Run 1, cell outlines without signal wires:
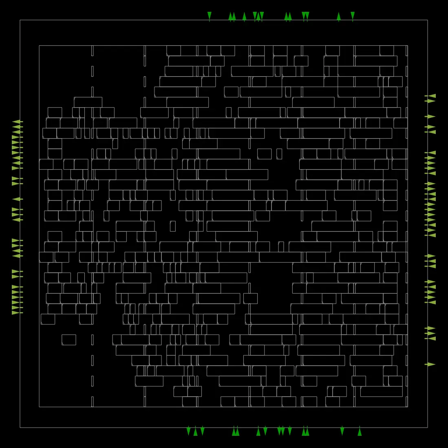
Run 1, signal wires by layer:
Bar = 20 µm.
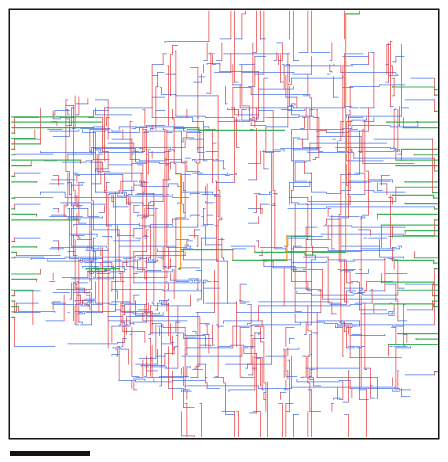
Run 1, cells coloured by class:
Bar = 20 µm. Fill, decap, tap and diode cells in grey.
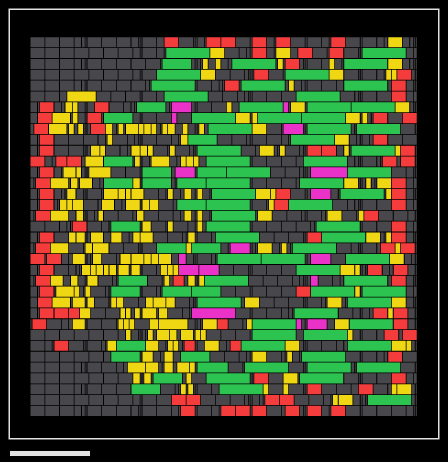
`src/rtl/fetch_controller.sv`:
```
// Instruction-fetch sequencer: owns the PC, issues one imem read per cycle and
// buffers returned instructions for decode, with taken-branch redirect and halt.
module fetch_controller #(
  parameter int ADDR_W  = 8,
  parameter int INSTR_W = 24,
  parameter int DEPTH   = 2
) (
  input  logic               clk,
  input  logic               reset,
  output logic               imem_en,
  output logic [ADDR_W-1:0]  imem_addr,
  input  logic [INSTR_W-1:0] imem_rdata,
  output logic               instr_valid,
  output logic [INSTR_W-1:0] instr,
  output logic [ADDR_W-1:0]  instr_pc,
  input  logic               instr_ready,
  input  logic               br_taken,
  input  logic [ADDR_W-1:0]  br_pc,
  input  logic [ADDR_W-1:0]  br_imm,
  input  logic               halt,
  output logic               busy
);

  localparam int PW = (DEPTH > 1) ? $clog2(DEPTH) : 1;
  localparam int CW = $clog2(DEPTH + 1);

  typedef enum logic [1:0] {RUN, REDIRECT, HALTED} state_t;

  state_t              state, next_state;
  logic [ADDR_W-1:0]   fetch_pc;
  logic [ADDR_W-1:0]   inflight_pc;
  logic                inflight;
  logic [INSTR_W-1:0]  entry_instr [DEPTH];
  logic [ADDR_W-1:0]   entry_pc    [DEPTH];
  logic [PW-1:0]       head, tail;
  logic [CW-1:0]       count;
  logic [CW:0]         occupancy;
  logic                pop, issue, wr_en;

  function automatic logic [PW-1:0] next_ptr(input logic [PW-1:0] p);
    return (p == PW'(DEPTH - 1)) ? '0 : p + PW'(1);
  endfunction

  always_ff @(posedge clk) begin
    if (reset) state <= RUN;
    else       state <= next_state;
  end

  // A taken branch wins over halt from every state.
  always_comb begin
    next_state = state;
    case (state)
      RUN: begin
        if (br_taken)  next_state = REDIRECT;
        else if (halt) next_state = HALTED;
      end
      HALTED: begin
        if (br_taken)   next_state = REDIRECT;
        else if (!halt) next_state = RUN;
      end
      REDIRECT: begin
        if (br_taken)  next_state = REDIRECT;
        else if (halt) next_state = HALTED;
        else           next_state = RUN;
      end
      default: next_state = RUN;
    endcase
  end

  // Issue only if the slot freed by this cycle's pop leaves room for the new read.
  always_comb begin
    pop       = instr_valid & instr_ready;
    occupancy = {1'b0, count} - (CW+1)'(pop) + (CW+1)'(inflight);
    issue     = 1'b0;
    wr_en     = 1'b0;
    if (!reset && !br_taken && !halt && (state != HALTED) &&
        (occupancy < (CW+1)'(DEPTH)))
      issue = 1'b1;
    if (inflight && !br_taken && (state != REDIRECT))
      wr_en = 1'b1;
  end

  always_ff @(posedge clk) begin
    if (reset) begin
      fetch_pc    <= '0;
      inflight    <= 1'b0;
      inflight_pc <= '0;
      head        <= '0;
      tail        <= '0;
      count       <= '0;
    end else begin
      inflight <= issue;
      if (issue) begin
        inflight_pc <= fetch_pc;
        fetch_pc    <= fetch_pc + 1'b1;
      end
      if (br_taken) begin
        fetch_pc <= br_pc + br_imm;
        head     <= '0;
        tail     <= '0;
        count    <= '0;
      end else begin
        if (wr_en) begin
          entry_instr[tail] <= imem_rdata;
          entry_pc[tail]    <= inflight_pc;
          tail              <= next_ptr(tail);
        end
        if (pop) head <= next_ptr(head);
        count <= count + CW'(wr_en) - CW'(pop);
      end
    end
  end

  assign instr_valid = (count != '0);
  assign instr       = instr_valid ? entry_instr[head] : '0;
  assign instr_pc    = instr_valid ? entry_pc[head] : '0;
  assign imem_en     = issue;
  assign imem_addr   = fetch_pc;
  assign busy        = inflight | instr_valid;

endmodule

```
`config.mk`:
```
export PLATFORM = sky130hd
export DESIGN_NAME = fetch_controller
export DESIGN_NICKNAME = d
export VERILOG_FILES = /design/src/rtl/fetch_controller.sv
export SDC_FILE = /design/constraint.sdc
export NUM_CORES = 1
export LEC_CHECK = 0
export CORE_MARGIN = 5
export CORE_UTILIZATION = 40
export DETAILED_ROUTE_END_ITERATION = 16
export PLACE_DENSITY_LB_ADDON = 0.15
export SETUP_SLACK_MARGIN = 0.2
export SYNTH_ARGS = -nofsm -noshare
export SYNTH_HDL_FRONTEND = slang
export SYNTH_SLANG_ARGS = --single-unit
export TNS_END_PERCENT = 30
```
`constraint.sdc`:
```
create_clock -name clk -period 5.5 [get_ports clk]
set_input_delay 0.825 -clock clk [delete_from_list [all_inputs] [get_ports clk]]
set_output_delay 0.825 -clock clk [all_outputs]
set_load 0.01 [all_outputs]
```
==> reports/qor_table.md, run 1 <==
| Metric | Value | Unit |
|:---|:---|:---|
| Worst setup SP type | input port | - |
| Smallest setup slack after layout | 0.919 | ns |
| Summed negative setup slack over all endpoints | 0 | ns |
| Reg2reg path depth | 10 | - |
| Cell area after placement | 4840 | µm² |
| CTS tree | yes | - |
| Crit Path Category | in2out | - |
| Number of H-tree levels | 3 | - |
| Status | finished, final reports clean | - |
| Vertical die dimension | 107 | µm |
| Post-layout min period | 4.58 | ns |
| Layout cell share with drive strength beyond 1 | 6.40 | % |
| Part of the power in combinational logic | 9.7 | % |
| # Cells Yosys | 309 | - |
| Clock-pin slew reported for the worst setup and hold paths after clock tree synthesis | 0.08 | ns |
| Final worst-path cycle share | 83.3 | % |
| Post-Syn Area | 3790 | µm² |
| Detail Route Antenna Nets | 0 | - |
| Routing layer with the top usage in global route | met2 | - |
| Post-route DRC | 0 | - |
| Vias in the first global route | 2603 | - |
| Length of routed met3 wiring | 519 | µm |
| Floorplan-stage core utilization | 41.0 | % |
| Max Clk Rate | 218 | MHz |
| Final hold violations | 0 | - |
| #FFs+latches synth | 88 | - |
| CP max stage cell | clkdlybuf4s50_1 | - |
| Final tally of setup violations | 0 | - |
| Synthesized-area fraction occupied by xor and xnor cells | 3.00 | % |
| Met2 track utilization from global routing | 22.7 | % |
| Dominant register cell | edfxtp_1 | - |
| Largest net degree at the start of global routing | 34 | - |
| Top Registers | entry_instr: 48 flops, entry_pc: 16 flops | - |
| Number of flip-flops under the largest register name | 48 | - |
| Clock Skews | 0.00526 | ns |
| Area added between synthesis and finish | 32.8 | % |
| Count of unique library cells instantiated by Yosys | 38 | - |
| Iteration-0 DRC Markers | 116 | - |
| Class of the tightest hold or removal check | reg2reg | - |
| Sum of routed wire segments on met1 | 3.37 | mm |
| Cell depth of the worst min-delay path | 0 | - |
| Count of instances resized after the clock tree is built | 0 | - |
| Simple-gate share of the synthesized area | 12.3 | % |
| DIE WIDTH | 107 | µm |
About 'cell outlines without signal wires':
share of the core filled with cells in the final layout: 54.5%
Seq cells: 88
std cell rows: 35
number of standard cells in the final layout excluding fillers: 535
core region area: 9240 µm²

About 'signal wires by layer':
[met2] red | wire length: 3480 µm
[met3] green | wire length: 519 µm
[met1] blue | wire length: 3370 µm
[met4] orange | wire length: 89.8 µm
global-route usage over all layers: 13.2%
overall routed net length: 7.46 mm
count of vias placed by the detailed router: 2552

About 'cells coloured by class':
[clock drivers and dummy loads] magenta | cells: 16
[other buffers and delay cells] red | cells: 93
[flops] green | cells: 88
[all other logic] yellow | cells: 209
share of the final layout cell area in sequential cells: 47.7%
summed area of non-filler cells in the final layout: 5040 µm²

run 1: worst max path at each step:
stage	cells past startpoint	from	slack, ns	end
after floorplan	4	br_taken	1.44	entry_instr[0][0]
after global placement	9	instr_ready	0.92	imem_en
after detailed placement	9	instr_ready	0.90	imem_en
after CTS	9	instr_ready	0.89	imem_en
after global routing	9	instr_ready	0.66	imem_en
final	9	instr_ready	0.92	imem_en
run 1: layout make-up:
cell class | count | area, µm²
fill | 776 | 4200
sequential | 88 | 2400
multi-input combinational | 198 | 1310
timing repair buffer | 93 | 916
tap | 129 | 161
clock buffer | 13 | 160
inverter | 11 | 41.3
clock inverter | 3 | 40.0
Run 1, sequential cells grouped by signal name:
Bar = 20 µm. Other sequential cells in the stronger grey, the rest of the logic in the fainter grey.
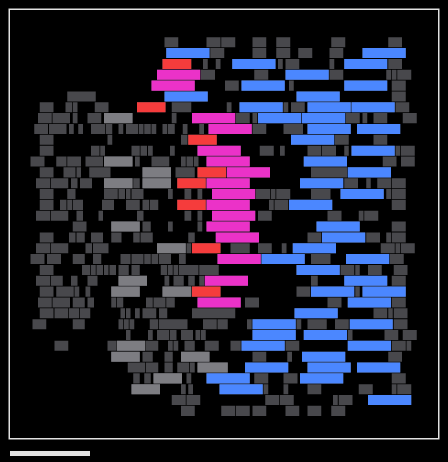

## Run 2: what changed since run 1
- clock period: 5.5 -> 4 ns (I/O delays scaled with it)
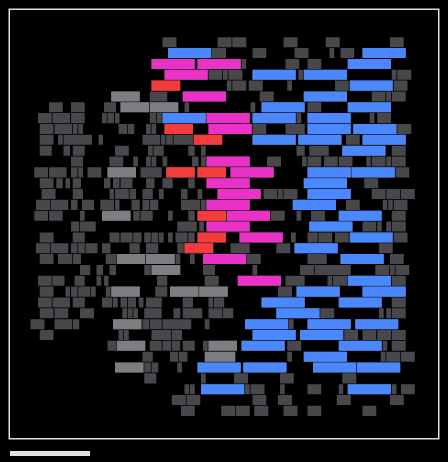
Run 2: sequential cells grouped by signal name
Bar = 20 µm. Other sequential cells in the stronger grey, the rest of the logic in the fainter grey.
[`entry_instr`] blue | flops: 48
[`inflight_pc`] red | flops: 8
[`entry_pc`] magenta | flops: 16
not coloured: 16
share of the final layout cell area in sequential cells: 47.6%
Seq. cell area: 2400 µm²

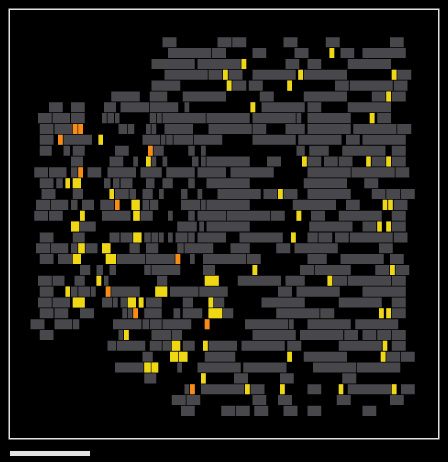
Run 2: logic cells by family
Bar = 20 µm.
[inverters] orange | cells: 11 | most used: inv_1
[NOR gates] yellow | cells: 63 | most used: nor2_1 | where: widely spread
number of standard cells in the final layout excluding fillers: 538
multi-input gate share of total cell area: 26.2%

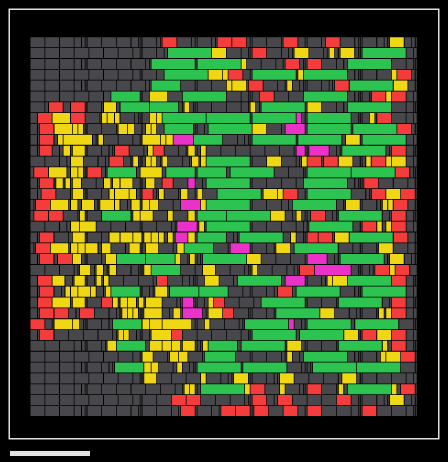
Run 2: cells coloured by class
Bar = 20 µm. Fill, decap, tap and diode cells in grey.
[flops] green | cells: 88
[all other logic] yellow | cells: 209
[other buffers and delay cells] red | cells: 96
[clock drivers and dummy loads] magenta | cells: 16
share of the core filled with cells in the final layout: 54.7%
summed area of non-filler cells in the final layout: 5050 µm²

==> run 2 against run 1 <==
Net effect: via count is 1.0% higher; worst hold slack gained 0.00078 ns; cell count rose by 0.56%; critical path type unchanged; largest power group unchanged; total power grew 34%; setup slack worse by 0.59 ns; clock power up 27%; global-route usage rose by 0.74 points; highest routed layer unchanged.
==> reports/qor_table.md, run 2 <==
| Metric | Value | Unit |
|:---|:---|:---|
| Clock Skews | 0.00964 | ns |
| #FFs+latches synth | 88 | - |
| Part of the power in combinational logic | 10.1 | % |
| CTS tree | yes | - |
| Vias in the first global route | 2671 | - |
| Synthesized-area fraction occupied by xor and xnor cells | 3.00 | % |
| DIE WIDTH | 107 | µm |
| Clock-pin slew reported for the worst setup and hold paths after clock tree synthesis | 0.08 | ns |
| Final worst-path cycle share | 91.7 | % |
| Dominant register cell | edfxtp_1 | - |
| Floorplan-stage core utilization | 41.0 | % |
| Simple-gate share of the synthesized area | 12.3 | % |
| Critical path capture point | imem_en | - |
| Number of flip-flops under the largest register name | 48 | - |
| # Cells Yosys | 309 | - |
| Post-route DRC | 0 | - |
| Final tally of setup violations | 0 | - |
| Worst setup SP type | input port | - |
| Status | finished, final reports clean | - |
| Max Clk Rate | 273 | MHz |
| Cell area after placement | 4860 | µm² |
| Number of H-tree levels | 3 | - |
| Iteration-0 DRC Markers | 144 | - |
| Vertical die dimension | 107 | µm |
| Largest net degree at the start of global routing | 33 | - |
[run 2: repair_timing]
| action | 4_1_cts | 5_1_grt |
|---|---|---|
| hold buffers | 0 | 0 |
| endpoints found under the setup margin | 1 | 1 |
| gates resized | 2 | 2 |
[run 2: cell type report]
| cell class | count | area [µm²] |
|---|---|---|
| clock buffers | 12 | 156 |
| clock inverters | 4 | 27.5 |
| fillers | 797 | 4190 |
| inverters | 11 | 41.3 |
| multi-input cells | 198 | 1330 |
| flip-flops and latches | 88 | 2400 |
| well taps | 129 | 161 |
| repair buffers | 96 | 937 |
[run 2: per-layer routing]
layer / wire, µm / share of wire (%) / global-route usage, %
met1: 3570 / 46 / 17.4
met2: 3650 / 47 / 23.5
met3: 442 / 5.7 / 3.30
met4: 96 / 1.2 / 5.41
met5: 0 / 0 / 0
No activity file was given, so power comes from the tool's default toggle rates.
